### src/rtl/bluetooth_tx.sv
// bluetooth_tx -- UART-style serial transmitter for the Bluetooth module link.
//
// Frame on tx: start bit (0), 8 data bits LSB first, optional even-parity bit,
// STOP_BITS stop bits (1). A one-byte holding register lets the producer queue
// the next byte while a frame is on the wire, so consecutive frames have no
// idle gap.
//
// Build option: define BLUETOOTH_TX_PARITY_EN to insert the even-parity cell
// between the last data bit and the stop bit(s). Undefined, parity logic and
// the PARITY state are compiled out.
//
// Ports:
//   clk               system clock, all logic on posedge
//   rst_in_n          asynchronous active-low reset
//   data_in[7:0]      byte to send
//   valid_in          data_in is valid
//   ready_out         block can accept a byte this cycle (= holding register empty)
//   tx                serial line, idles high
//   busy_out          a frame is in progress
//   finished_sending  one-cycle pulse in the final cycle of the last stop bit
//
// state  | meaning
// IDLE   | line high, waiting for a byte
// START  | start bit (0) on the line
// DATA   | data bits, shift[0] on the line, LSB first
// PARITY | even-parity bit captured at load time (BLUETOOTH_TX_PARITY_EN only)
// STOP   | STOP_BITS stop cells (1); reloads from hold or direct input at the end

module bluetooth_tx #(
    parameter int CLK_FREQ       = 100_000_000,
    parameter int BAUD           = 115200,
    parameter int CYCLES_PER_BIT = CLK_FREQ / BAUD,
    parameter int STOP_BITS      = 1
) (
    input  logic       clk,
    input  logic       rst_in_n,
    input  logic [7:0] data_in,
    input  logic       valid_in,
    output logic       ready_out,
    output logic       tx,
    output logic       busy_out,
    output logic       finished_sending
);

    localparam int BAUD_W = (CYCLES_PER_BIT > 1) ? $clog2(CYCLES_PER_BIT) : 1;

`ifdef BLUETOOTH_TX_PARITY_EN
    typedef enum logic [2:0] {S_IDLE, S_START, S_DATA, S_PARITY, S_STOP} state_t;
`else
    typedef enum logic [2:0] {S_IDLE, S_START, S_DATA, S_STOP} state_t;
`endif

    state_t              state, state_nxt;
    logic [BAUD_W-1:0]   baud_cnt, baud_nxt;
    logic [2:0]          bit_cnt, bit_nxt;
    logic [7:0]          shift, shift_nxt;
    logic [7:0]          hold_data, hold_data_nxt;
    logic                hold_full, hold_full_nxt;
    logic                tx_nxt;
    logic                baud_done;
    logic                last_stop;
    logic                load_direct;
`ifdef BLUETOOTH_TX_PARITY_EN
    logic                par, par_nxt;
`endif

    assign baud_done        = (baud_cnt == BAUD_W'(CYCLES_PER_BIT - 1));
    // Multiple stop cells reuse the data bit counter to count cells.
    assign last_stop        = (bit_cnt == 3'(STOP_BITS - 1));
    assign finished_sending = (state == S_STOP) && baud_done && last_stop;
    assign ready_out        = !hold_full;
    assign busy_out         = (state != S_IDLE);

    always_ff @(posedge clk or negedge rst_in_n) begin
        if (!rst_in_n) begin
            state     <= S_IDLE;
            baud_cnt  <= '0;
            bit_cnt   <= '0;
            shift     <= '0;
            hold_data <= '0;
            hold_full <= 1'b0;
            tx        <= 1'b1;
`ifdef BLUETOOTH_TX_PARITY_EN
            par       <= 1'b0;
`endif
        end else begin
            state     <= state_nxt;
            baud_cnt  <= baud_nxt;
            bit_cnt   <= bit_nxt;
            shift     <= shift_nxt;
            hold_data <= hold_data_nxt;
            hold_full <= hold_full_nxt;
            tx        <= tx_nxt;
`ifdef BLUETOOTH_TX_PARITY_EN
            par       <= par_nxt;
`endif
        end
    end

    always_comb begin
        state_nxt     = state;
        baud_nxt      = baud_cnt;
        bit_nxt       = bit_cnt;
        shift_nxt     = shift;
        hold_data_nxt = hold_data;
        hold_full_nxt = hold_full;
        load_direct   = 1'b0;
`ifdef BLUETOOTH_TX_PARITY_EN
        par_nxt       = par;
`endif

        case (state)
            S_IDLE: begin
                load_direct = valid_in && !hold_full;
            end
            S_START: begin
                if (baud_done) begin
                    state_nxt = S_DATA;
                    baud_nxt  = '0;
                    bit_nxt   = '0;
                end else begin
                    baud_nxt  = baud_cnt + 1'b1;
                end
            end
            S_DATA: begin
                if (baud_done) begin
                    baud_nxt  = '0;
                    shift_nxt = {1'b0, shift[7:1]};
                    if (bit_cnt == 3'd7) begin
`ifdef BLUETOOTH_TX_PARITY_EN
                        state_nxt = S_PARITY;
`else
                        state_nxt = S_STOP;
`endif
                        bit_nxt   = '0;
                    end else begin
                        bit_nxt   = bit_cnt + 1'b1;
                    end
                end else begin
                    baud_nxt = baud_cnt + 1'b1;
                end
            end
`ifdef BLUETOOTH_TX_PARITY_EN
            S_PARITY: begin
                if (baud_done) begin
                    state_nxt = S_STOP;
                    baud_nxt  = '0;
                    bit_nxt   = '0;
                end else begin
                    baud_nxt  = baud_cnt + 1'b1;
                end
            end
`endif
            S_STOP: begin
                if (baud_done) begin
                    baud_nxt = '0;
                    if (last_stop) begin
                        bit_nxt = '0;
                        if (hold_full) begin
                            // Held byte goes straight out: no idle cycle between frames.
                            state_nxt     = S_START;
                            shift_nxt     = hold_data;
                            hold_full_nxt = 1'b0;
`ifdef BLUETOOTH_TX_PARITY_EN
                            par_nxt       = ^hold_data;
`endif
                        end else if (valid_in) begin
                            load_direct = 1'b1;
                        end else begin
                            state_nxt = S_IDLE;
                        end
                    end else begin
                        bit_nxt = bit_cnt + 1'b1;
                    end
                end else begin
                    baud_nxt = baud_cnt + 1'b1;
                end
            end
            default: begin
                state_nxt = S_IDLE;
            end
        endcase

        // A byte arriving while the shifter is free starts a frame directly;
        // otherwise it parks in the holding register.
        if (load_direct) begin
            state_nxt = S_START;
            shift_nxt = data_in;
            baud_nxt  = '0;
            bit_nxt   = '0;
`ifdef BLUETOOTH_TX_PARITY_EN
            par_nxt   = ^data_in;
`endif
        end else if (valid_in && !hold_full && (state != S_IDLE)) begin
            hold_data_nxt = data_in;
            hold_full_nxt = 1'b1;
        end

        // tx is registered from the next-state values so the line is glitch-free
        // and still falls in the cycle right after an accepting edge.
        case (state_nxt)
            S_START:  tx_nxt = 1'b0;
            S_DATA:   tx_nxt = shift_nxt[0];
`ifdef BLUETOOTH_TX_PARITY_EN
            S_PARITY: tx_nxt = par_nxt;
`endif
            default:  tx_nxt = 1'b1;
        endcase
    end

endmodule

### config.mk
export PLATFORM = sky130hd
export DESIGN_NAME = bluetooth_tx
export DESIGN_NICKNAME = d
export VERILOG_FILES = /design/src/rtl/bluetooth_tx.sv
export SDC_FILE = /design/constraint.sdc
export NUM_CORES = 1
export LEC_CHECK = 0
export ABC_CLOCK_PERIOD_IN_PS = 3400
export CORE_MARGIN = 5
export CORE_UTILIZATION = 45
export DETAILED_ROUTE_END_ITERATION = 8
export PLACE_DENSITY = 0.75
export REMOVE_ABC_BUFFERS = 1
export SLEW_MARGIN = 20
export SYNTH_ARGS = -nofsm -noshare
export SYNTH_HDL_FRONTEND = slang
export SYNTH_SLANG_ARGS = --single-unit
### constraint.sdc
create_clock -name clk -period 3.4 [get_ports clk]
set_input_delay 0.68 -clock clk [delete_from_list [all_inputs] [get_ports clk]]
set_output_delay 0.68 -clock clk [all_outputs]
set_load 0.05 [all_outputs]
Fig. 1: run 1, power grid
Drawn at 4 px/µm. Pins as bars on the die edge.
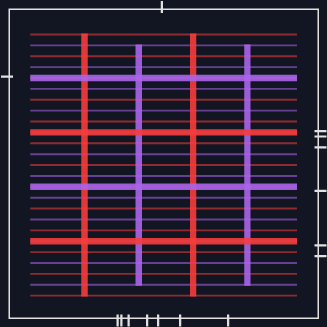
| color | net |
|---|---|
| purple | VDD |
| red | VSS |
rows: 24
met5 straps: 4
met4 straps: 4
signal pins: 15
met1 rails: 25
Die Y-Extent: 76.8 µm
die extent in x: 76.8 µm

Fig. 2: run 1, local utilization
Drawn at 4 px/µm. 8 x 8 tiles, from black (low) to pale yellow (high), 0 to 100% covered.
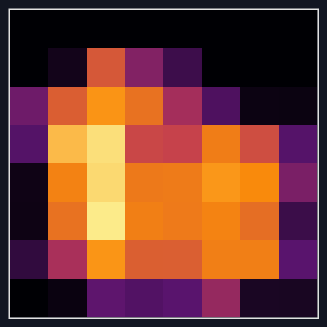
densest ninth of the die: center
tiles over 75% full: 11%
fullest tile: 96%
final standard cell utilization of the core: 52.3%
initial standard-cell utilization of the core: 46.2%

==> flow_summary.yaml, run 1 <==
# generated from flow reports
timing:
  fmax_mhz: 352
  relSlewSlack_pct: 66.8
  final-setup-viol-count: 0
  timing_max_transition_violations_final: 0
  fin_crit_period_ps: 2840
  hold_violations: 0
  worstMarginPinSlew_ps: 497
  setup_repair_after_global_routing_missed_its_margin: "false"
  timing.final.crit_share_pct: 83.6
  fin_setup_tns_ps: 0
finish:
  stdcell_area_um2: 2280
  finalNetCount: 228
  lay_top_count: "dfrtp_1"
  post_route_insts_no_fill: 266
  layout-drive-gt1-share_pct: 19.2
  final_cell_mix: "dfrtp_1, nor2_1, nand2_1"
  antennaDiodeCount: 0
  p_r_area_growth_vs_syn_pct: 13.2
logic_synthesis:
  average_cell_area_after_synthesis_um2: 10.1
  tally_of_yosys_warning_messages: 0
  numSynthFlops: 34
  synth_cell_types: 54
  yosysCellCount: 200
  synth.yosys.seq_area_share_pct: 42.4
  syn-instance-count: 200
  syn_area_um2: 2010
  ys_chip_area_um2: 2010
power:
  irDropWorstVdd_mv: 0.365
  leakagePower_nw: 0.944
  cellPowerDensity_nw_per_um2: 395
detailed_routing:
  drt-wirelength-per-cell_um: 15.8
  drc: 0
  routed-via-count: 1522
  drt_iter0_markers: 85
  viasPerCell: 5.72
  drt_pass1_iterations: 4
  drtAntennaViolNets: 0
  finalWirelength_mm: 4.20
placement:
  post_dp_cell_area_um2: 2160
  dpl.hpwl_mm: 2.94
  port_buffers: 14
  place_inst: 258
  gpl.final_weighted_congestion: 0.935
clocking:
  clock_sinks: 34
  ctsHtreeMaxLevel: 2
  tritoncts: "done"
  holdBufCountCts: 0
  post_cts_sizing: 0
  cts_post_setup_buffers_inserted: 0
  cts.path.max_buffers: 2
  clock-root-buffer: "clkbuf_8"
  clk_slew_on_worst_s_h_paths_ps: 70
  clock.latency.late_pin_ps: 290
run_status:
  status: "finished, final reports clean"
global_route:
  grt_pass1_wl_mm: 7.27
  antenna_found_initial: 0
  grt_max_degree: 35
  grt_overflow_total: 0
  gr-usage-all-layers_pct: 15.1
  vias_in_the_first_global_route: 1552
setup_path:
  cp.required_ps: 2720
  regToRegStartpoint: "baud_cnt[0]"
  path_class: "reg -> out"
  worstSetupStartpoint: "baud_cnt[0]"
  crit_path_end_kind: "primary output"
  worst-endpoint-arrival_ps: 2160
  cp-start-kind: "flop"
  crit_path_max_fanout: 8
flow_run:
  max_cap_viol_count: 0
  warnings: 26
floorplan:
  dieArea_um2: 5910
  ios: 15
  placeableCoreArea_um2: 4350
  rows: 24
min_path:
  min_from: "hold_data[2]"
  hold_path.class: "reg -> reg"
Fig. 3: run 1, clock nets
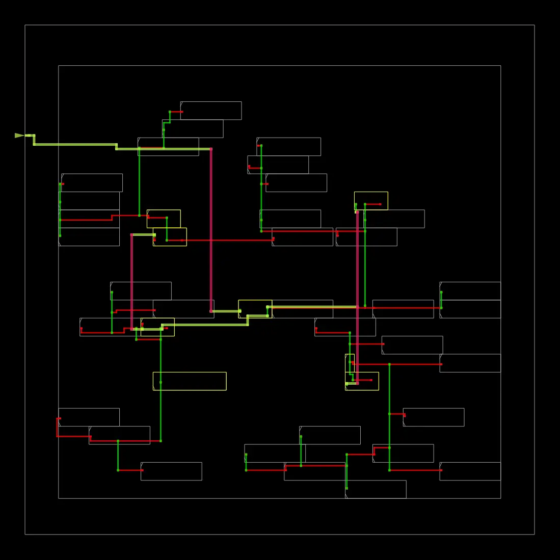
clock tree skew after final layout: 10.8 ps
number of buffers added by the clock tree synthesis step: 5
clock-net power: 0.386 mW
count of clock buffers in the final design: 7

[run 1: sequential cells by signal, indices dropped and copies added (netlist names)]
signal and count:
tx 1, baud_cnt 10, shift 8, bit_cnt 3, state 3, hold_full 1
hold_data 8
[run 1: critical path, cell delays in order, from the launching register on]
cell and delay [ps]:
dfrtp_1 390, ha_1 250, nor3b_4 300, and3_1 430, and3_4 300, buf_4 200
[run 1: Yosys cell counts (all sizes together)]
cell,number,area [µm²]
a2111o,1,11.3
a21oi,5,25.0
a221oi,7,98.9
a31oi,2,27.5
a41o,1,11.3
a41oi,2,17.5
and2,3,18.8
and2b,2,16.3
and3,5,37.5
and3b,2,18.8
and4,1,10.0
and4bb,1,16.3
buf,7,60.1
clkbuf,4,16.3
conb,1,3.75
dfrtp,33,826
dfstp,1,26.3
ha,4,50.1
inv,8,30.0
mux2,10,113
mux2i,1,10.0
nand2,19,71.3
nand2b,2,12.5
nand3,2,10.0
nand3b,4,30.0
nand4,6,37.5
nor2,25,101
nor2b,1,6.26
nor3,11,77.6
nor3b,1,18.8
nor4,1,6.26
o211ai,2,15.0
o21ai,10,53.8
o21bai,1,7.51
o22ai,1,6.26
o311a,1,10.0
o32ai,1,8.76
o41a,1,11.3
or2,1,6.26
or3,1,6.26
xnor2,3,26.3
xor2,5,43.8
[run 1: worst paths after layout]
check	endpoint	slack (ps)	depth (start not counted)
worst max-delay path	finished_sending	560	5
worst min-delay path	hold_data[2]	510	1
worst max register to register	bit_cnt[0]	820	6
worst min register to register	hold_data[2]	510	1
max in group asynchronous	tx	2260	2
min in group asynchronous	shift[5]	800	2
[run 1: power breakdown]
group,leakage (nW),internal (mW),switching (mW)
clock,0.0585,0.239,0.147
combinational,0.469,0.0370,0.0396
sequential,0.416,0.421,0.0147
[run 1: kinds of logic (layout without fill, tap and decap cells)]
kind of cell	after synthesis	in the layout	synth area share, %
DFF	34	34	42.4
buffers and inverters	19	33	5.29
AOI/OAI and AO/OA	35	35	15.1
xor gates and xnor gates	8	8	3.48
adders and majority gates	4	4	2.49
and+or+nand+nor	88	88	25.0
muxes	11	11	6.10
other	1	1	0.187
[run 1: metrics by stage]
| stage | power [mW] | hold WS [ps] | setup slack, ps |
|---|---|---|---|
| global placement | 0.518 | 491 | 896 |
| global route | 0.939 | 530 | 410 |
| floorplan | 0.485 | 384 | 1190 |
| detailed placement | 0.520 | 502 | 842 |
| CTS | 0.905 | 517 | 599 |
| finish | 0.898 | 513 | 558 |
[run 1: area by class of cell]
class / instances / area, µm²
Clock buffer: 7 / 86.3
Inverter: 8 / 30.0
Fill cell: 383 / 2080
Multi-Input combinational cell: 147 / 1050
Clock inverter: 1 / 30.0
Timing Repair Buffer: 17 / 160
Tap cell: 52 / 65.1
Sequential cell: 34 / 852
[run 1: layer usage]
layer / GRT usage (%) / vias to the layer above / routed length [µm]
li1: - / 740 / -
met1: 19.6 / 747 / 1960
met2: 24.2 / 28 / 1990
met3: 3.98 / 7 / 178
met4: 5.42 / 0 / 64
met5: 0 / - / 0
==> run 2: changes to the inputs <==
--- a/config.mk
+++ b/config.mk
@@ -5,11 +5,11 @@
 export SDC_FILE = /design/constraint.sdc
 export NUM_CORES = 1
 export LEC_CHECK = 0
-export ABC_CLOCK_PERIOD_IN_PS = 3400
+export ABC_CLOCK_PERIOD_IN_PS = 2560
 export CORE_MARGIN = 5
 export CORE_UTILIZATION = 45
 export DETAILED_ROUTE_END_ITERATION = 8
-export PLACE_DENSITY = 0.75
+export PLACE_DENSITY = 0.77
 export REMOVE_ABC_BUFFERS = 1
 export SLEW_MARGIN = 20
 export SYNTH_ARGS = -nofsm -noshare
==> constraint.sdc (replaced) <==
create_clock -name clk -period 2.56 [get_ports clk]
set_input_delay 0.512 -clock clk [delete_from_list [all_inputs] [get_ports clk]]
set_output_delay 0.512 -clock clk [all_outputs]
set_load 0.05 [all_outputs]
==> run 2 against run 1 <==
Register-to-register slack got worse by 480 ps. Cell count up 0.38%. Flip-flop count unchanged. Worst setup slack got worse by 400 ps. Global-route usage fell by 0.40 points. Critical path type unchanged. Largest cell class unchanged.
==> flow_summary.yaml, run 2 <==
# generated from flow reports
timing:
  fmax_mhz: 417
  setup_repair_after_global_routing_missed_its_margin: "false"
  hold_violations: 0
  clock-skew-final_ps: 7.48
  timing_max_transition_violations_final: 0
  timing.final.crit_share_pct: 93.8
  fin_crit_period_ps: 2400
  relSlewSlack_pct: 66.8
clocking:
  cts-buffers-inserted: 5
  cts.path.max_buffers: 2
  clk_slew_on_worst_s_h_paths_ps: 70
  tritoncts: "done"
  clock_sinks: 34
  cts_post_setup_buffers_inserted: 0
  holdBufCountCts: 0
  ctsHtreeMaxLevel: 2
  clock.latency.late_pin_ps: 290
setup_path:
  rrSetupSlack_ps: 340
  path_class: "reg -> out"
  worst_r2r_endpoint: "shift[1]"
  cp-start-kind: "flop"
  cp.required_ps: 2050
  worstSetupStartpoint: "baud_cnt[0]"
  worst-endpoint-arrival_ps: 1890
  crit_path_max_fanout: 8
  timing.critical_path.to: "finished_sending"
  crit_path_end_kind: "primary output"
  regToRegStartpoint: "baud_cnt[0]"
logic_synthesis:
  synthTopCellsByCount: "dfrtp_1, nor2_1, nand2_1"
  tally_of_yosys_warning_messages: 0
  syn-instance-count: 200
  numSynthFlops: 34
  synthArstFlopShare_pct: 100
  post_synth_edffs: 0
  yosys_top_cell_area_share_pct: 41.1
  biggest_area_consumer_among_synthesized_cells: "dfrtp_1"
  synth_cell_types: 54
  ys_chip_area_um2: 2010
  ys_top_cells_by_area: "dfrtp_1, mux2_2, a221oi_2"
  syn_area_um2: 2010
  average_cell_area_after_synthesis_um2: 10.1
  primary_ff_master_synth: "dfrtp_1"
global_route:
  grt_max_degree: 35
  vias_in_the_first_global_route: 1503
  gr-usage-all-layers_pct: 14.7
  grt_overflow_total: 0
  antenna_found_initial: 0
detailed_routing:
  finalWirelength_mm: 4.03
  viasPerCell: 5.68
  drc: 0
  drt-wirelength-per-cell_um: 15.1
  drtAntennaViolNets: 0
  drt_pass1_iterations: 5
  routed-via-count: 1517
  drt_iter0_markers: 144
finish:
  post_route_insts_no_fill: 267
  largest_register_ffs: 10
  final_cell_mix: "dfrtp_1, nor2_1, nand2_1"
  biggestRegsByFlops: "baud_cnt: 10 flops, hold_data: 8 flops, shift: 8 flops"
  lay_top_count: "dfrtp_1"
  fillers: 380
  finalNetCount: 229
  antennaDiodeCount: 0
  layout-drive-gt1-share_pct: 20.5
  regMostFlops: "baud_cnt"
  p_r_area_growth_vs_syn_pct: 12.6
floorplan:
  core_util_floorplan_pct: 46.2
  rows: 24
  ios: 15
  dieArea_um2: 5910
  die_h_um: 76.8
  die_width_um: 76.8
power:
  leakagePower_nw: 0.937
  cellPowerDensity_nw_per_um2: 466
flow_run:
  max_cap_viol_count: 0
  warnings: 26
placement:
  place_inst: 259
  port_buffers: 14
run_status:
  status: "finished, final reports clean"
min_path:
  hold_path.class: "reg -> reg"
run 2: final cells by class:
type / instances / area, µm² / area share [%]
Multi-Input combinational cell: 147 / 1060 / 46.7
Sequential cell: 34 / 852 / 37.6
Timing Repair Buffer: 18 / 178 / 7.85
Clock buffer: 6 / 72.6 / 3.20
Tap cell: 52 / 65.1 / 2.87
Inverter: 8 / 30.0 / 1.33
Clock inverter: 2 / 10.0 / 0.442
run 2: kinds of logic (layout without fill, tap and decap cells):
group / Yosys count / after routing / synth area share, %
flops: 34 / 34 / 42.4
compound gates: 35 / 35 / 15.1
mux: 11 / 11 / 6.10
fa+ha+maj: 4 / 4 / 2.49
buf+inv: 19 / 34 / 5.29
simple gates: 88 / 88 / 25.0
other cells: 1 / 1 / 0.187
xor+xnor: 8 / 8 / 3.48
run 2: timing repair:
item,CTS,global route
endpoints found under the hold margin,0,0
resized,1,1
endpoints found under the setup margin,1,1
pin swaps,0,0
run 2: metrics by stage:
step / power [mW] / area (µm²) / worst slack (ps) / hold WS [ps] / utilization [%]
2_1_floorplan: 0.644 / 1930 / 379 / 216 / -
3_3_place_gp: 0.686 / 2180 / 303 / 493 / 50.0
3_5_place_dp: 0.689 / 2180 / 176 / 496 / 50.0
4_1_cts: 1.07 / 2260 / 107 / 512 / 51.9
5_1_grt: 1.12 / 2260 / 37.3 / 528 / 52.0
6_report: 1.06 / 2260 / 160 / 511 / 52.0
run 2: power by group:
part	leakage (nW)	internal, mW	switching, mW
clock network	0.0450	0.188	0.190
logic	0.476	0.0483	0.0514
registers	0.416	0.559	0.0193
total	0.937	0.796	0.260
run 2: worst min path at each step:
stage / start / to / depth (start not counted)
detailed placement: hold_data[2] / hold_data[2] / 1
global placement: hold_data[5] / hold_data[5] / 1
floorplan: rst_in_n / baud_cnt[0] / 0
CTS: hold_data[2] / hold_data[2] / 1
global route: hold_data[3] / hold_data[3] / 1
finish: hold_data[5] / hold_data[5] / 1
run 2: worst max-delay path, stage by stage, from the launching register on:
cell,delay (ps)
dfrtp_1,400
ha_1,240
nor3b_4,290
and3_4,290
and3_4,240
buf_12,140
run 2: layer usage:
| layer | vias to the layer above | share of wire (%) | routed length [µm] | track usage (%) |
|---|---|---|---|---|
| li1 | 743 | - | - | - |
| met1 | 725 | 47 | 1900 | 20.2 |
| met2 | 40 | 46 | 1860 | 22.3 |
| met3 | 9 | 5.1 | 204 | 3.98 |
| met4 | 0 | 1.5 | 61 | 5.07 |
| met5 | - | 0 | 0 | 0 |
Fig. 4: run 2, power grid
Drawn at 4 px/µm. Pins as bars on the die edge.
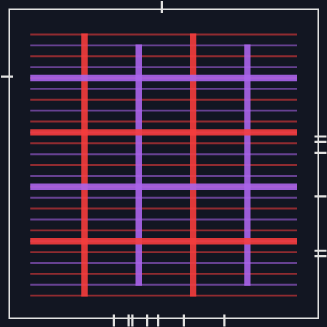
| color | net |
|---|---|
| purple | VDD |
| red | VSS |
met5 straps: 4
met1 rails: 25
total core area: 4350 µm²
IR drop worst, VDD: 0.398 mV

Fig. 5: run 2, local utilization
Drawn at 4 px/µm. 8 x 8 tiles, from black (low) to pale yellow (high), 0 to 100% covered.
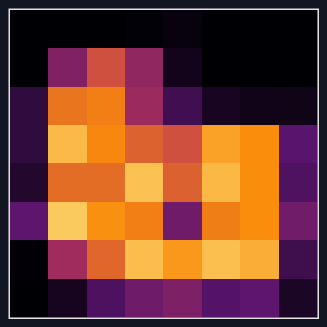
emptiest ninth of the die: north-east
nearly empty tiles: 20%
tiles over 75% full: 20%
mean over tiles: 37%
fullest tile: 89%
densest ninth of the die: center

No activity file was given, so power comes from the tool's default toggle rates.
